**src/rtl/bird_wave_ctrl_pkg.sv**
```systemverilog
// Shared types and helpers for the bird wave scheduler.
// Wave parameters are derived from the wave index with saturation.
package bird_pkg;

    typedef enum logic [2:0] {
        IDLE         = 3'd0,
        INTERMISSION = 3'd1,
        SPAWN        = 3'd2,
        ACTIVE       = 3'd3,
        CLEARED      = 3'd4,
        WIN          = 3'd5
    } wave_state_t;

    localparam int unsigned MAX_SPEED = 3;
    localparam int unsigned MAX_LIFE  = 15;

    typedef struct packed {
        logic [1:0] speed;
        logic [3:0] life;
        logic [4:0] size;
    } wave_cfg_t;

    function automatic wave_cfg_t wave_cfg(input int unsigned wave,
                                           input int unsigned n_slots,
                                           input int unsigned base_birds,
                                           input int unsigned base_life,
                                           input int unsigned speed_step);
        wave_cfg_t   c;
        int unsigned spd;
        int unsigned lif;
        int unsigned siz;
        spd     = wave / speed_step;
        lif     = base_life + wave;
        siz     = base_birds + wave;
        c.speed = 2'((spd > MAX_SPEED) ? MAX_SPEED : spd);
        c.life  = 4'((lif > MAX_LIFE) ? MAX_LIFE : lif);
        c.size  = 5'((siz > n_slots) ? n_slots : siz);
        return c;
    endfunction

endpackage

```
**src/rtl/bird_wave_ctrl_frame_timer.sv**
```systemverilog
// Loadable frame down-counter; counts gated frame ticks and flags zero.
module frame_timer #(
    parameter int unsigned W = 9
) (
    input  logic         clk,
    input  logic         resetN,
    input  logic         tick_i,
    input  logic         load_i,
    input  logic [W-1:0] load_val_i,
    output logic         zero_o
);

    logic [W-1:0] cnt_q;

    always_ff @(posedge clk or negedge resetN) begin
        if (!resetN) begin
            cnt_q <= '0;
        end else if (load_i) begin
            cnt_q <= load_val_i;
        end else if (tick_i && (cnt_q != '0)) begin
            cnt_q <= cnt_q - W'(1);
        end
    end

    assign zero_o = (cnt_q == '0);

endmodule

```
**src/rtl/bird_wave_ctrl.sv**
```systemverilog
// Wave scheduler for the bird enemies: deploys birds per wave, escalates
// difficulty and tracks wave clearance from the per-slot alive flags.
module bird_wave_ctrl
    import bird_pkg::*;
#(
    parameter int unsigned NUM_OF_BIRDS        = 4,
    parameter int unsigned NUM_WAVES           = 8,
    parameter int unsigned BASE_BIRDS          = 1,
    parameter int unsigned BASE_LIFE           = 2,
    parameter int unsigned SPEED_STEP          = 2,
    parameter int unsigned INTERMISSION_FRAMES = 60,
    parameter int unsigned SPAWN_GAP_MIN       = 16,
    parameter logic [7:0]  GAP_MASK            = 8'h1F,
    parameter int unsigned ALIVE_TIMEOUT       = 4
) (
    input  logic                             clk,
    input  logic                             resetN,
    input  logic                             startOfFrame,
    input  logic                             start_game,
    input  logic                             pause,
    input  logic [7:0]                       random_number,
    input  logic [NUM_OF_BIRDS-1:0]          bird_alive,
    output logic [NUM_OF_BIRDS-1:0]          deploy_bird,
    output logic [1:0]                       bird_speed,
    output logic [3:0]                       bird_life,
    output logic [$clog2(NUM_WAVES+1)-1:0]   wave_number,
    output logic                             wave_active,
    output logic [4:0]                       birds_remaining,
    output logic                             game_won
);

    localparam int unsigned WN_W  = $clog2(NUM_WAVES + 1);
    localparam int unsigned TMO_W = (ALIVE_TIMEOUT < 2) ? 1 : $clog2(ALIVE_TIMEOUT + 1);

    wave_state_t             state_q, state_d;
    logic [WN_W-1:0]         wave_q, wave_d;
    logic [1:0]              speed_q, speed_d;
    logic [3:0]              life_q, life_d;
    logic [4:0]              size_q, size_d;
    logic [4:0]              deploys_q, deploys_d;
    logic [4:0]              remain_q, alive_cnt;
    logic [NUM_OF_BIRDS-1:0] mask_q, mask_d, pend_q, pend_d, deploy_q, deploy_d;
    logic [NUM_OF_BIRDS-1:0] pick, tmo_zero;
    logic                    found, tick, tmr_load, tmr_zero;
    logic [8:0]              tmr_val;
    wave_cfg_t               cfg;

    assign tick = startOfFrame & ~pause;
    assign cfg  = wave_cfg(32'(wave_q), NUM_OF_BIRDS, BASE_BIRDS, BASE_LIFE, SPEED_STEP);

    always_comb begin
        pick      = '0;
        found     = 1'b0;
        alive_cnt = '0;
        for (int unsigned i = 0; i < NUM_OF_BIRDS; i++) begin
            if (!found && !bird_alive[i] && !mask_q[i]) begin
                pick[i] = 1'b1;
                found   = 1'b1;
            end
            alive_cnt = alive_cnt + 5'(mask_q[i] & bird_alive[i]);
        end
    end

    always_comb begin
        state_d   = state_q;
        wave_d    = wave_q;
        speed_d   = speed_q;
        life_d    = life_q;
        size_d    = size_q;
        deploys_d = deploys_q;
        mask_d    = mask_q;
        deploy_d  = '0;
        tmr_load  = 1'b0;
        tmr_val   = 9'(INTERMISSION_FRAMES);
        if (start_game) begin
            state_d   = INTERMISSION;
            wave_d    = '0;
            size_d    = '0;
            deploys_d = '0;
            mask_d    = '0;
            tmr_load  = 1'b1;
        end else if (!pause) begin
            case (state_q)
                INTERMISSION: if (tmr_zero) begin
                    speed_d   = cfg.speed;
                    life_d    = cfg.life;
                    size_d    = cfg.size;
                    deploys_d = '0;
                    state_d   = SPAWN;
                end
                SPAWN: if (tmr_zero && found) begin
                    deploy_d  = pick;
                    mask_d    = mask_q | pick;
                    deploys_d = deploys_q + 5'd1;
                    tmr_load  = 1'b1;
                    tmr_val   = 9'(SPAWN_GAP_MIN) + {1'b0, random_number & GAP_MASK};
                    if (deploys_d == size_q) state_d = ACTIVE;
                end
                ACTIVE: if (((mask_q & bird_alive) == '0) && (pend_q == '0)) begin
                    state_d = CLEARED;
                end
                CLEARED: begin
                    mask_d = '0;
                    wave_d = wave_q + WN_W'(1);
                    if (32'(wave_d) == NUM_WAVES) begin
                        state_d = WIN;
                    end else begin
                        state_d  = INTERMISSION;
                        tmr_load = 1'b1;
                    end
                end
                default: ;
            endcase
        end
        // Pending tracks alive edges even while paused; only the timeout is frozen.
        for (int unsigned i = 0; i < NUM_OF_BIRDS; i++) begin
            pend_d[i] = pend_q[i];
            if (start_game) pend_d[i] = 1'b0;
            else if (deploy_d[i]) pend_d[i] = 1'b1;
            else if (pend_q[i] && (bird_alive[i] || tmo_zero[i])) pend_d[i] = 1'b0;
        end
    end

    always_ff @(posedge clk or negedge resetN) begin
        if (!resetN) begin
            state_q   <= IDLE;
            wave_q    <= '0;
            speed_q   <= '0;
            life_q    <= '0;
            size_q    <= '0;
            deploys_q <= '0;
            mask_q    <= '0;
            pend_q    <= '0;
            deploy_q  <= '0;
            remain_q  <= '0;
        end else begin
            state_q   <= state_d;
            wave_q    <= wave_d;
            speed_q   <= speed_d;
            life_q    <= life_d;
            size_q    <= size_d;
            deploys_q <= deploys_d;
            mask_q    <= mask_d;
            pend_q    <= pend_d;
            deploy_q  <= deploy_d;
            remain_q  <= (size_q - deploys_q) + alive_cnt;
        end
    end

    frame_timer #(.W(9)) u_wave_timer (
        .clk        (clk),
        .resetN     (resetN),
        .tick_i     (tick),
        .load_i     (tmr_load),
        .load_val_i (tmr_val),
        .zero_o     (tmr_zero)
    );

    for (genvar g = 0; g < NUM_OF_BIRDS; g++) begin : g_tmo
        frame_timer #(.W(TMO_W)) u_tmo (
            .clk        (clk),
            .resetN     (resetN),
            .tick_i     (tick),
            .load_i     (deploy_d[g]),
            .load_val_i (TMO_W'(ALIVE_TIMEOUT)),
            .zero_o     (tmo_zero[g])
        );
    end

    assign deploy_bird     = deploy_q;
    assign bird_speed      = speed_q;
    assign bird_life       = life_q;
    assign wave_number     = wave_q;
    assign wave_active     = (state_q == SPAWN) || (state_q == ACTIVE);
    assign birds_remaining = remain_q;
    assign game_won        = (state_q == WIN);

endmodule

```
**config.mk**
```make
export PLATFORM = sky130hd
export DESIGN_NAME = bird_wave_ctrl
export DESIGN_NICKNAME = d
export VERILOG_FILES = /design/src/rtl/bird_wave_ctrl_pkg.sv /design/src/rtl/bird_wave_ctrl_frame_timer.sv /design/src/rtl/bird_wave_ctrl.sv
export SDC_FILE = /design/constraint.sdc
export NUM_CORES = 1
export LEC_CHECK = 0
export ABC_AREA = 1
export CAP_MARGIN = 0
export CORE_MARGIN = 10
export CORE_UTILIZATION = 55
export DETAILED_ROUTE_END_ITERATION = 7
export PLACE_DENSITY = 0.84
export SLEW_MARGIN = 20
export SYNTH_ARGS = -nofsm -noshare
export SYNTH_HDL_FRONTEND = slang
export SYNTH_HIERARCHICAL = 1
export SYNTH_SLANG_ARGS = --single-unit
```
**constraint.sdc**
```tcl
create_clock -name clk -period 3.4 [get_ports clk]
set_clock_uncertainty 0.2 [all_clocks]
set_input_delay 0.34 -clock clk [delete_from_list [all_inputs] [get_ports clk]]
set_output_delay 0.34 -clock clk [all_outputs]
set_load 0.005 [all_outputs]
```
### The metal 1 layer

Scale bar: 20 um. Supply wires on this layer in gray.
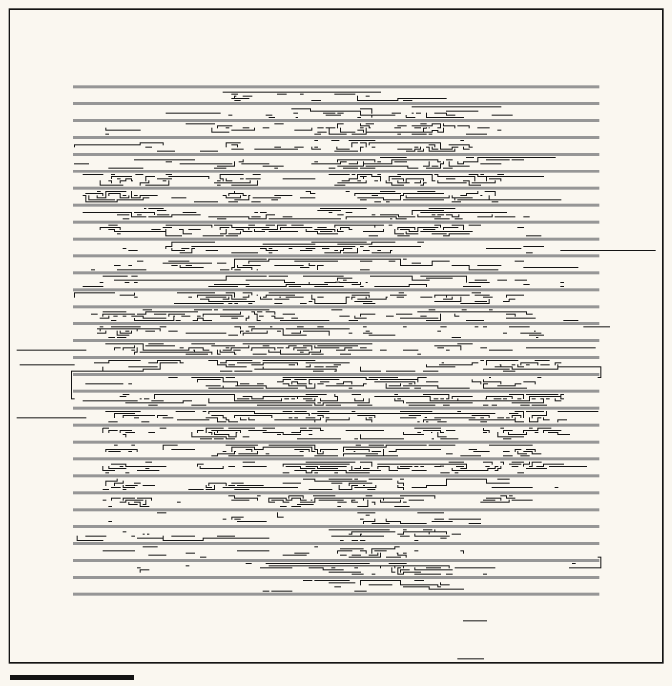
longest straight run: 29.4 um
wire length on this layer: 3,730 um
main direction: horizontal
share of all routed wire: 43%
nets with wire on the layer: 596

### Met2 routing

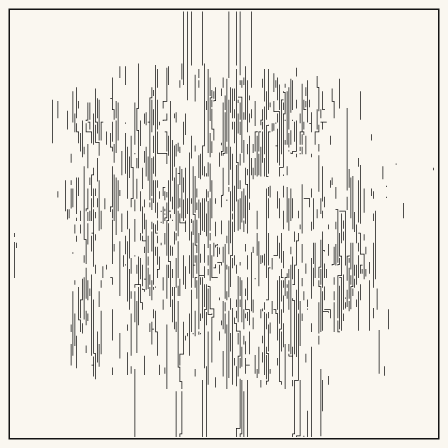
nets with wire on the layer: 508
share of all routed wire: 50%
longest straight run: 27.2 um
main direction: vertical
wire length on this layer: 4,390 um

==> flow_summary.yaml <==
# synthesis and place-and-route metrics
run_status:
  outcome: "complete, no violations"
worst_setup_path:
  cp.arrival_ns: 3.17
  crit_required_ns: 3.46
clock_network:
  clk_pin_slew_ns: 0.06
  htreeDepth: 3
  post_cts_buffers: 0
  cts_resized: 0
  cts_root_buffer: "clkbuf_8"
yosys:
  synth-async-reset-ratio_pct: 100
  ys_chip_area_um2: 3960
  yosysTopAreaCell: "dfrtp_1"
  edf_count: 0
  ys_top_logic_family: "simple AND/OR/NAND/NOR gates"
  ys_cells: 532
  synth_top_cell_by_count: "nand2_1"
  area_leaders: "dfrtp_1 39%, nand2_1 14%, ha_1 7.6%, inv_1 7.4%, nand3_1 5.2%"
  ys_ff: 61
  syn_inst: 532
  top_cells_by_count: "150 x nand2_1, 78 x inv_1, 61 x dfrtp_1, 41 x nand3_1, 41 x nor2_1"
  netlist_area_um2: 3960
sta:
  rsz0062_at_grt: "no"
  hold-worst-slack_ns: 0.306
  slew_headroom_pct: 40.8
  min_period_over_period_pct: 91.3
  maxSlewViolCount: 0
placement:
  numPortBuffers: 34
  dp_hpwl_um: 6710
  dpl-instance-area_um2: 4470
  gp_congestion: 0.914
route:
  ant_nets: 0
  drc: 0
  dr.pass1.iters: 5
floorplan:
  dieArea_um2: 11000
  fp_util_pct: 57.3
global_routing:
  grt_first_pass_wirelength_um: 15300
  grt_pass1_vias: 3456
final_layout:
  drive_above_1_share_pct: 12.6
power:
  leakagePower_nw: 2.38
  peakVddDrop_mv: 0.370
### Met3 routing

Scale bar: 20 um.
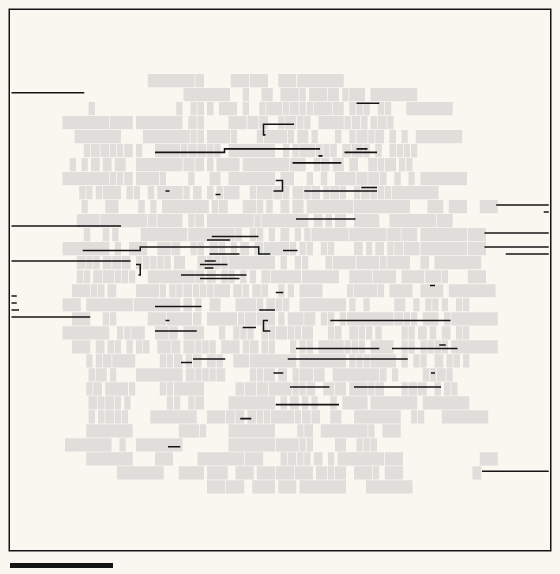
wire length on this layer: 468 um
main direction: horizontal
longest straight run: 23.0 um
share of all routed wire: 5.3%
nets with wire on the layer: 45
total wire length: 8760 um
M3 GR Usage: 3.62%
via count: 3,544

### Met4 routing

Supply wires on this layer in gray.
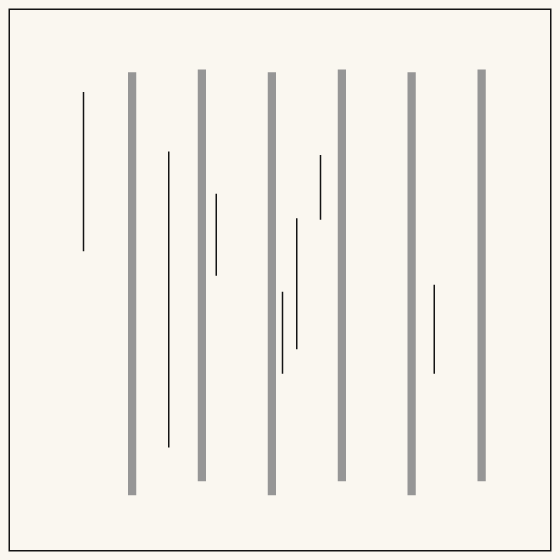
main direction: vertical
nets with wire on the layer: 5

[kinds of logic (layout without fill, tap and decap cells)]
kind of cell | after synthesis | in the layout
compound gates | 67 | 67
mux | 1 | 1
simple gates | 273 | 273
xor+xnor | 6 | 6
fa+ha+maj | 27 | 27
other cells | 2 | 15
buf+inv | 95 | 146
flops | 61 | 61
[per-layer routing]
layer	global-route usage, %	vias to the layer above	part of all wire [%]
li1	-	1788	-
met1	19.7	1643	43
met2	27.6	96	50
met3	3.62	17	5.3
met4	7.25	0	2.0
met5	0	-	0
[layout make-up]
| class | count | area (um^2) |
|---|---|---|
| clock inverters | 4 | 47.5 |
| repair buffers | 41 | 390 |
| well taps | 96 | 120 |
| clock buffers | 11 | 151 |
| multi-input cells | 389 | 2110 |
| fillers | 594 | 2220 |
| flip-flops and latches | 61 | 1530 |
| inverters | 90 | 338 |
[through the flow]
step / cells / total power, mW
2_1_floorplan: 545 / 2.09
3_3_place_gp: 676 / 2.42
3_5_place_dp: 676 / 2.51
4_1_cts: 692 / 3.19
5_1_grt: 692 / 3.47
6_report: 692 / 3.17
[worst max-delay path, cell delays in order]
cell and delay (ns):
clkdlybuf4s50_1 0.52, nand2_1 0.12, ha_1 0.31, fa_1 0.54, inv_1 0.05, fa_1 0.43
fa_1 0.41, nand2_1 0.09, nand2_1 0.05, a21oi_1 0.17, xnor2_1 0.14
[power breakdown]
part | leakage, nW | switching (mW) | total [mW] | internal (mW)
registers | 0.794 | 0.180 | 1.12 | 0.936
clock network | 0.101 | 0.291 | 0.663 | 0.372
logic | 1.48 | 0.817 | 1.39 | 0.575
[placed cells by master (no fill, tap or decap), types with 12 or more instances in the layout]
cell             netlist  layout
inv_1                 78      78
dfrtp_1               61      61
o21ai_0               30      30
clkdlybuf4s50_1        0      33
nand2_2               15      15
ha_1                  24      24
a21oi_1               12      12
nor2_1                41      41
nand3_1               41      41
conb_1                 2      15
nand2_1              150     150
[path summary, 6_finish.rpt]
path                                           endpoint                startpoint  slack, ns  cells after the start
max                        birds_remaining[4]$_DFF_PN0_             bird_alive[0]       0.29                     11
min in group asynchronous      deploys_q[4]$_DFFE_PN0P_                    resetN       0.46                      2
max in group asynchronous         mask_q[3]$_DFFE_PN0P_                    resetN       1.71                      3
min                            bird_life[3]$_DFFE_PN0P_  bird_life[3]$_DFFE_PN0P_       0.31                      1
min reg2reg                    bird_life[3]$_DFFE_PN0P_  bird_life[3]$_DFFE_PN0P_       0.31                      1
max reg2reg                birds_remaining[4]$_DFF_PN0_  deploys_q[0]$_DFFE_PN0P_       0.42                      9
[flip-flops by register name, summed over array words and instances (netlist names), 5 cells and up]
| name | cells |
|---|---|
| size_q | 5 |
| g_tmo.u_tmo/cnt_q | 12 |
| birds_remaining | 5 |
| deploys_q | 5 |
| u_wave_timer/cnt_q | 9 |
Power figures rest on the tool's default switching activity, not on a simulated workload.
